## src/rtl/mips_pkg.sv

```systemverilog
// Shared MIPS encoding constants: instruction formats, encoder FSM states
// and field bit positions (also used by the ID-stage field decoder).
package mips_pkg;

  localparam logic [1:0] FMT_R   = 2'd0;
  localparam logic [1:0] FMT_I   = 2'd1;
  localparam logic [1:0] FMT_J   = 2'd2;
  localparam logic [1:0] FMT_BAD = 2'd3;

  typedef enum logic [1:0] {
    ST_IDLE = 2'd0,
    ST_LOAD = 2'd1,
    ST_FULL = 2'd2
  } enc_state_e;

  localparam int OP_HI  = 31, OP_LO  = 26;
  localparam int RS_HI  = 25, RS_LO  = 21;
  localparam int RT_HI  = 20, RT_LO  = 16;
  localparam int RD_HI  = 15, RD_LO  = 11;
  localparam int SH_HI  = 10, SH_LO  = 6;
  localparam int FN_HI  = 5,  FN_LO  = 0;
  localparam int IMM_HI = 15, IMM_LO = 0;
  localparam int TGT_HI = 25, TGT_LO = 0;

endpackage

```

## src/rtl/instr_pack.sv

```systemverilog
// Combinational field packer: decoded fields + format -> 32-bit word.
// o_legal is low for the illegal format; the word is then all zeros.
module instr_pack
  import mips_pkg::*;
(
  input  logic [1:0]  i_fmt,
  input  logic [5:0]  i_op,
  input  logic [4:0]  i_rs,
  input  logic [4:0]  i_rt,
  input  logic [4:0]  i_rd,
  input  logic [4:0]  i_shamt,
  input  logic [5:0]  i_func,
  input  logic [15:0] i_imm,
  input  logic [25:0] i_target,
  output logic [31:0] o_word,
  output logic        o_legal
);

  // Place each field at its decoder bit position; unused fields are ignored.
  always_comb begin
    o_word  = '0;
    o_legal = 1'b1;
    case (i_fmt)
      FMT_R: begin
        o_word[OP_HI:OP_LO] = i_op;
        o_word[RS_HI:RS_LO] = i_rs;
        o_word[RT_HI:RT_LO] = i_rt;
        o_word[RD_HI:RD_LO] = i_rd;
        o_word[SH_HI:SH_LO] = i_shamt;
        o_word[FN_HI:FN_LO] = i_func;
      end
      FMT_I: begin
        o_word[OP_HI:OP_LO]   = i_op;
        o_word[RS_HI:RS_LO]   = i_rs;
        o_word[RT_HI:RT_LO]   = i_rt;
        o_word[IMM_HI:IMM_LO] = i_imm;
      end
      FMT_J: begin
        o_word[OP_HI:OP_LO]   = i_op;
        o_word[TGT_HI:TGT_LO] = i_target;
      end
      default: o_legal = 1'b0;
    endcase
  end

endmodule

```

## src/rtl/instr_encoder.sv

```systemverilog
// Session-based instruction loader: accepts field tuples over valid/ready,
// packs them and writes them to consecutive instruction memory words.
module instr_encoder
  import mips_pkg::*;
#(
  parameter int ADDR_W    = 10,
  parameter int BASE_ADDR = 0
) (
  input  logic              clk,
  input  logic              rst_n,
  input  logic              start,
  input  logic              finish,
  input  logic              in_valid,
  output logic              in_ready,
  input  logic [1:0]        fmt,
  input  logic [5:0]        op,
  input  logic [4:0]        rs,
  input  logic [4:0]        rt,
  input  logic [4:0]        rd,
  input  logic [4:0]        shamt,
  input  logic [5:0]        func,
  input  logic [15:0]       immediate,
  input  logic [25:0]       target,
  output logic              imem_we,
  output logic [ADDR_W-1:0] imem_addr,
  output logic [31:0]       imem_wdata,
  output logic              done,
  output logic              full,
  output logic              err,
  output logic [ADDR_W:0]   word_count
);

  localparam logic [ADDR_W-1:0] LP_BASE = ADDR_W'(BASE_ADDR);
  localparam logic [ADDR_W-1:0] LP_LAST = '1;

  enc_state_e        r_state, w_next;
  logic [ADDR_W-1:0] r_ptr;
  logic              r_we, r_done, r_full, r_err;
  logic [ADDR_W-1:0] r_addr;
  logic [31:0]       r_wdata;
  logic [ADDR_W:0]   r_wc;
  logic              w_ready, w_acc, w_wr, w_bad, w_legal;
  logic [31:0]       w_word;

  instr_pack u_pack (
    .i_fmt    (fmt),
    .i_op     (op),
    .i_rs     (rs),
    .i_rt     (rt),
    .i_rd     (rd),
    .i_shamt  (shamt),
    .i_func   (func),
    .i_imm    (immediate),
    .i_target (target),
    .o_word   (w_word),
    .o_legal  (w_legal)
  );

  // A start in the same cycle blocks acceptance so a reload never races a write.
  assign w_ready = (r_state == ST_LOAD) && !start;
  assign w_acc   = in_valid && w_ready;
  assign w_wr    = w_acc && w_legal;
  assign w_bad   = w_acc && !w_legal;

  // Session state register.
  always_ff @(posedge clk or negedge rst_n) begin
    if (!rst_n) r_state <= ST_IDLE;
    else        r_state <= w_next;
  end

  // Next state; start overrides everything, including a concurrent finish.
  always_comb begin
    w_next = r_state;
    case (r_state)
      ST_IDLE: w_next = ST_IDLE;
      ST_LOAD: begin
        if (finish)                          w_next = ST_IDLE;
        else if (w_wr && (r_ptr == LP_LAST)) w_next = ST_FULL;
      end
      ST_FULL: if (finish) w_next = ST_IDLE;
      default: w_next = ST_IDLE;
    endcase
    if (start) w_next = ST_LOAD;
  end

  // Write register, address counter and session status flags.
  always_ff @(posedge clk or negedge rst_n) begin
    if (!rst_n) begin
      r_we    <= 1'b0;
      r_done  <= 1'b0;
      r_addr  <= '0;
      r_wdata <= '0;
      r_ptr   <= LP_BASE;
      r_wc    <= '0;
      r_full  <= 1'b0;
      r_err   <= 1'b0;
    end else begin
      r_we   <= w_wr;
      r_done <= finish && !start && (r_state != ST_IDLE);
      if (start) begin
        r_ptr  <= LP_BASE;
        r_wc   <= '0;
        r_full <= 1'b0;
        r_err  <= 1'b0;
      end else begin
        if (w_wr) begin
          r_addr  <= r_ptr;
          r_wdata <= w_word;
          r_wc    <= r_wc + 1'b1;
          // The last word pins the counter rather than wrapping it.
          if (r_ptr == LP_LAST) r_full <= 1'b1;
          else                  r_ptr  <= r_ptr + 1'b1;
        end
        if (w_bad) r_err <= 1'b1;
      end
    end
  end

  assign in_ready   = w_ready;
  assign imem_we    = r_we;
  assign imem_addr  = r_addr;
  assign imem_wdata = r_wdata;
  assign done       = r_done;
  assign full       = r_full;
  assign err        = r_err;
  assign word_count = r_wc;

endmodule

```

## config.mk

```make
export PLATFORM = sky130hd
export DESIGN_NAME = instr_encoder
export DESIGN_NICKNAME = d
export VERILOG_FILES = /design/src/rtl/mips_pkg.sv /design/src/rtl/instr_pack.sv /design/src/rtl/instr_encoder.sv
export SDC_FILE = /design/constraint.sdc
export NUM_CORES = 1
export LEC_CHECK = 0
export CAP_MARGIN = 30
export CELL_PAD_IN_SITES_DETAIL_PLACEMENT = 1
export CELL_PAD_IN_SITES_GLOBAL_PLACEMENT = 1
export CORE_ASPECT_RATIO = 1.2
export CORE_MARGIN = 1.5
export CORE_UTILIZATION = 32
export DETAILED_ROUTE_END_ITERATION = 12
export PLACE_DENSITY_LB_ADDON = 0.1
export SLEW_MARGIN = 20
export SYNTH_ARGS = -nofsm -noshare
export SYNTH_HDL_FRONTEND = slang
export SYNTH_HIERARCHICAL = 1
export SYNTH_SLANG_ARGS = --single-unit
```

## constraint.sdc

```tcl
create_clock -name clk -period 2.42 [get_ports clk]
set_input_delay 0.484 -clock clk [delete_from_list [all_inputs] [get_ports clk]]
set_output_delay 0.484 -clock clk [all_outputs]
set_load 0.05 [all_outputs]
```

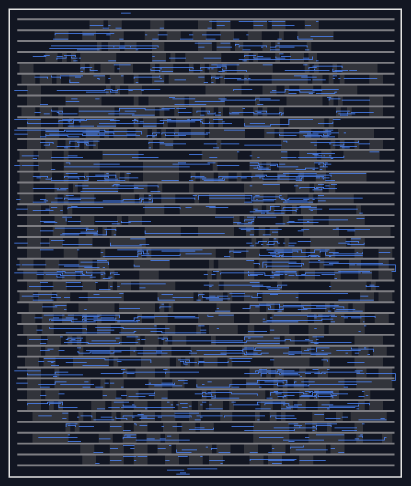
*Metal 1, run 1*
(4 px per um) Supply wires on this layer in gray. Cells faint in the background.
wire length on this layer = 4,070 um
share of all routed wire = 40%
nets with wire on the layer = 514

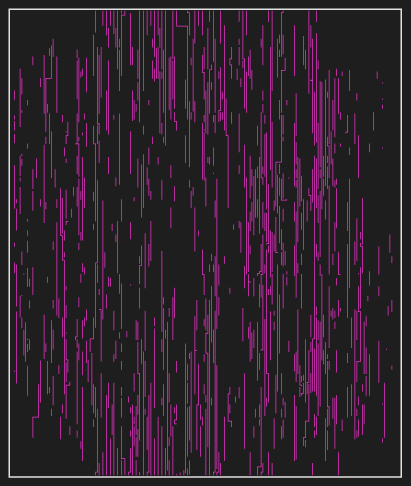
*Met2 routing, run 1*
(4 px per um)
share of all routed wire = 52%
nets with wire on the layer = 514
main direction = vertical
longest straight run = 45.7 um
wire length on this layer = 5,260 um
via count: 3,169
met2 Usage GRT: 33.70%
DRT Wirelength: 10,130 um

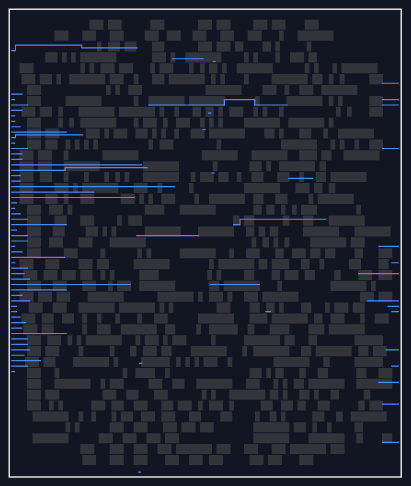
*Metal 3, run 1*
(4 px per um) Cells faint in the background.
longest straight run = 40.7 um
wire length on this layer = 577 um

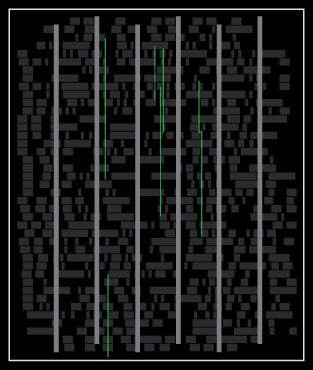
*M4 wires, run 1*
(3 px per um) Supply wires on this layer in gray. Cells faint in the background.
nets with wire on the layer = 6
wire length on this layer = 215 um

==> flow_metrics.env, run 1 <==
# source this file to load flow results
export IMPL_cts_resized=0
export IMPL_sh_comb_area_pct=29.15
export IMPL_nNonClkBuffers=152
export IMPL_tns_ns=0
export IMPL_fmax_ghz=0.4642
export IMPL_max_stage_delay_ns=0.49
export IMPL_p_int_mw=2.432
export IMPL_ys_seq_share_pct=50.20
export IMPL_crit_start="start"
export IMPL_met2WireLength_um=5263
export IMPL_p_per_area_nw_per_um2=681.3
export IMPL_yosysMostFrequentCell="nand2_1"
export IMPL_setup_viol=0
export IMPL_hold_violations=0
export IMPL_max_vdd_ir_drop_mv=0.3407
export IMPL_critPathLaunchType="input pin"
export IMPL_swShare_pct=32.33
export IMPL_nWellTaps=129
export IMPL_ys_flop_type="dfrtp_1"
export IMPL_p_seq_mw=1.33
export IMPL_min_period_ns=2.154
export IMPL_ys_async_sr_fraction_pct=100.0
export IMPL_r2r_start="r_state[1]$_DFFE_PN0P_"
export IMPL_comb_cells=269
export IMPL_ys_chip_area_sq_um=3440
export IMPL_top_layer="met4"
export IMPL_pre_cts_ws_ns=-0.02506
export IMPL_port_buffer_count=138
export IMPL_rsz0062_at_grt="no"
export IMPL_cp_max_fo=6
export IMPL_largest_class="sequential cells"
export IMPL_cp_depth=4
export IMPL_fin_area_sq_um=5275
export IMPL_clockBufferDepth=2
export IMPL_grt_pass1_wl_um=16910
export IMPL_outcome="finished clean"
export IMPL_grt_antenna_before_repair=0
export IMPL_clk_share_pct=5.289
export IMPL_seqPwrFrac_pct=37.0
export IMPL_gp_congestion=0.7424
export IMPL_p_total_mw=3.594
export IMPL_mi_logic_area_sq_um=1538
export IMPL_drc=0
export IMPL_synth_area_leader_cell="dfrtp_1"
export IMPL_layout_cells_non_filler=643
export IMPL_layout_top_cells="nand2_1 (137), clkdlybuf4s50_1 (136), dfrtp_1 (69)"
export IMPL_grt_start_max_net_pins=70
export IMPL_synthMuxAreaShare_pct=5.857
export IMPL_worstSetupPathType="input pin to primary output"
export IMPL_floorplan_core_util_pct=32.71
### Routing congestion, run 1

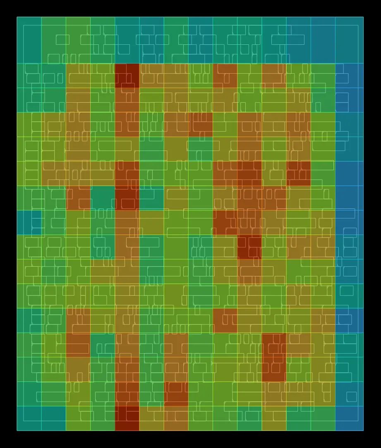

==> inputs of run 2 (changes only) <==
CORE_MARGIN = 2   (was 1.5)
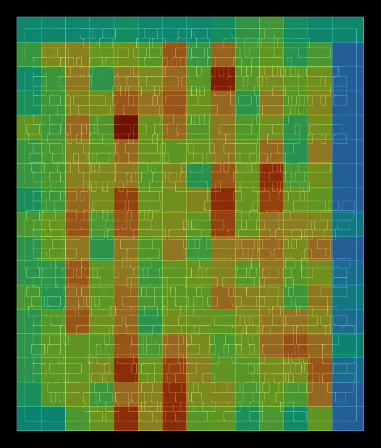
*Routing congestion, run 2*
GRT Total Usage: 18.92%
met2 Usage GRT: 33.33%
Final Core Density: 50.36%

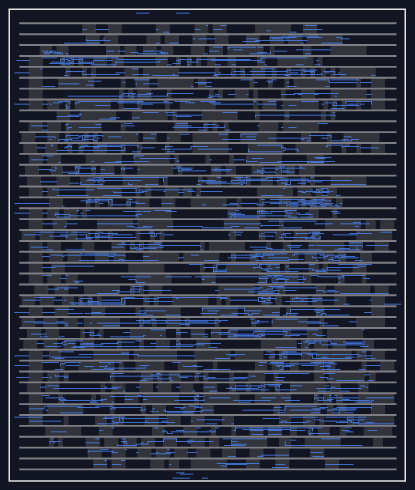
*Metal 1, run 2*
(4 px per um) Supply wires on this layer in gray. Cells faint in the background.
nets with wire on the layer = 500
share of all routed wire = 39%
longest straight run = 29.9 um
GR Util met1: 21.18%
DRT Wirelength: 10,400 um

==> run 2 against run 1 <==
Non-clock buffer count increased by 1; critical path type unchanged; clock power up 6%; register-to-register slack hardly changed; core utilization grew 0.20 points; clock skew up 0.0048 ns; highest routed layer unchanged; cell count up 0.31%; power grew 2.0%; sequential share of layout area fell by 0.13 points.
==> flow_metrics.env, run 2 <==
# source this file to load flow results
export IMPL_port_buffer_count=138
export IMPL_synth_area_leader_cell="dfrtp_1"
export IMPL_ys_chip_area_sq_um=3440
export IMPL_max_vdd_ir_drop_mv=0.2783
export IMPL_max_stage_delay_ns=0.49
export IMPL_min_period_ns=2.151
export IMPL_yosysMostFrequentCell="nand2_1"
export IMPL_grt_antenna_before_repair=0
export IMPL_mi_logic_area_sq_um=1538
export IMPL_critPathLaunchType="input pin"
export IMPL_p_total_mw=3.665
export IMPL_crit_start="start"
export IMPL_vias=3225
export IMPL_p_sw_mw=1.187
export IMPL_comb_cells=269
export IMPL_seqPwrFrac_pct=36.3
export IMPL_layout_top_cells="nand2_1 (137), clkdlybuf4s50_1 (136), dfrtp_1 (69)"
export IMPL_met2WireLength_um=5459
export IMPL_ys_seq_share_pct=50.20
export IMPL_clockBufferDepth=2
export IMPL_cp_max_fo=6
export IMPL_p_int_mw=2.479
export IMPL_gp_congestion=0.7503
export IMPL_layout_cells_non_filler=645
export IMPL_ys_async_sr_fraction_pct=100.0
export IMPL_inverters=9
export IMPL_rsz0062_at_grt="no"
export IMPL_grt_pass1_wl_um=17370
export IMPL_synthMuxAreaShare_pct=5.857
export IMPL_nNonClkBuffers=153
export IMPL_top_layer="met4"
export IMPL_worstSetupPathType="input pin to primary output"
export IMPL_cp_depth=4
export IMPL_clk_share_pct=5.528
export IMPL_pre_cts_ws_ns=-0.02574
export IMPL_nWellTaps=129
export IMPL_floorplan_core_util_pct=32.71
export IMPL_final_fill_count=1193
export IMPL_swShare_pct=32.38
export IMPL_p_seq_mw=1.33
export IMPL_synth_logic_top_family="simple AND/OR/NAND/NOR gates"
export IMPL_tns_ns=0
export IMPL_pg_clk_mw=1.31
export IMPL_n_clock_buffer=11
export IMPL_fin_area_sq_um=5296
export IMPL_outcome="finished clean"
export IMPL_ys_flop_type="dfrtp_1"
==> inputs of run 3 (changes only) <==
TNS_END_PERCENT = 10   (was default)
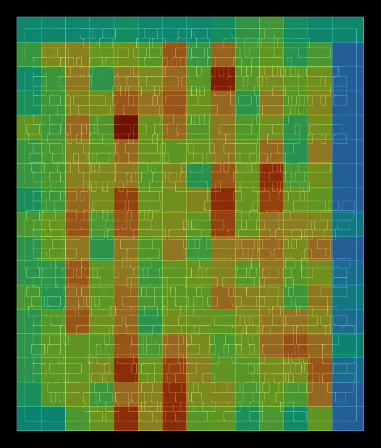
*Routing congestion, run 3*
GR met3 Demand/Resource: 5.285%
GR peak layer: met2
DR WL/cell: 16.13 um

==> run 3 against run 2 <==
Clock power about the same; wire length unchanged; clock-buffer cell count unchanged.
==> flow_metrics.env, run 3 <==
# source this file to load flow results
export IMPL_crit_start="start"
export IMPL_swShare_pct=32.38
export IMPL_min_period_ns=2.151
export IMPL_grtUsageTotal_pct=18.92
export IMPL_grt_antenna_before_repair=0
export IMPL_r2r_start="r_state[1]$_DFFE_PN0P_"
export IMPL_vias=3225
export IMPL_floorplan_core_util_pct=32.71
export IMPL_fin_area_sq_um=5296
export IMPL_pg_clk_mw=1.31
export IMPL_grt_util_met1_pct=21.18
export IMPL_rsz0062_at_grt="no"
export IMPL_largest_class="sequential cells"
export IMPL_nNonClkBuffers=153
export IMPL_synthMuxAreaShare_pct=5.857
export IMPL_comb_cells=269
export IMPL_layout_cells_non_filler=645
export IMPL_grt_pass1_wl_um=17370
export IMPL_ys_seq_share_pct=50.20
export IMPL_worstSetupPathType="input pin to primary output"
export IMPL_max_stage_delay_ns=0.49
export IMPL_met2WireLength_um=5459
export IMPL_outcome="finished clean"
export IMPL_layout_top_cells="nand2_1 (137), clkdlybuf4s50_1 (136), dfrtp_1 (69)"
export IMPL_synth_logic_top_family="simple AND/OR/NAND/NOR gates"
export IMPL_cp_max_fo=6
export IMPL_cts_resized=0
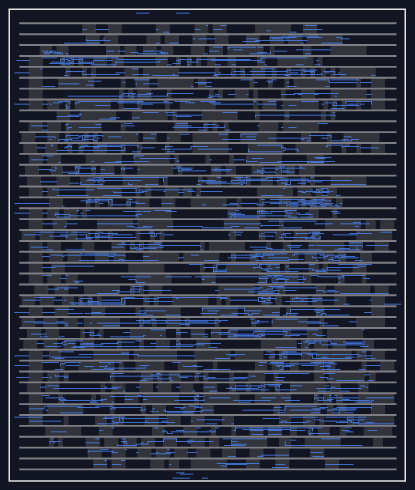
*Metal 1, run 3*
(4 px per um) Supply wires on this layer in gray. Cells faint in the background.
longest straight run = 29.9 um
wire length on this layer = 4,100 um
nets with wire on the layer = 500
main direction = horizontal
share of all routed wire = 39%

No activity file was given, so power comes from the tool's default toggle rates.
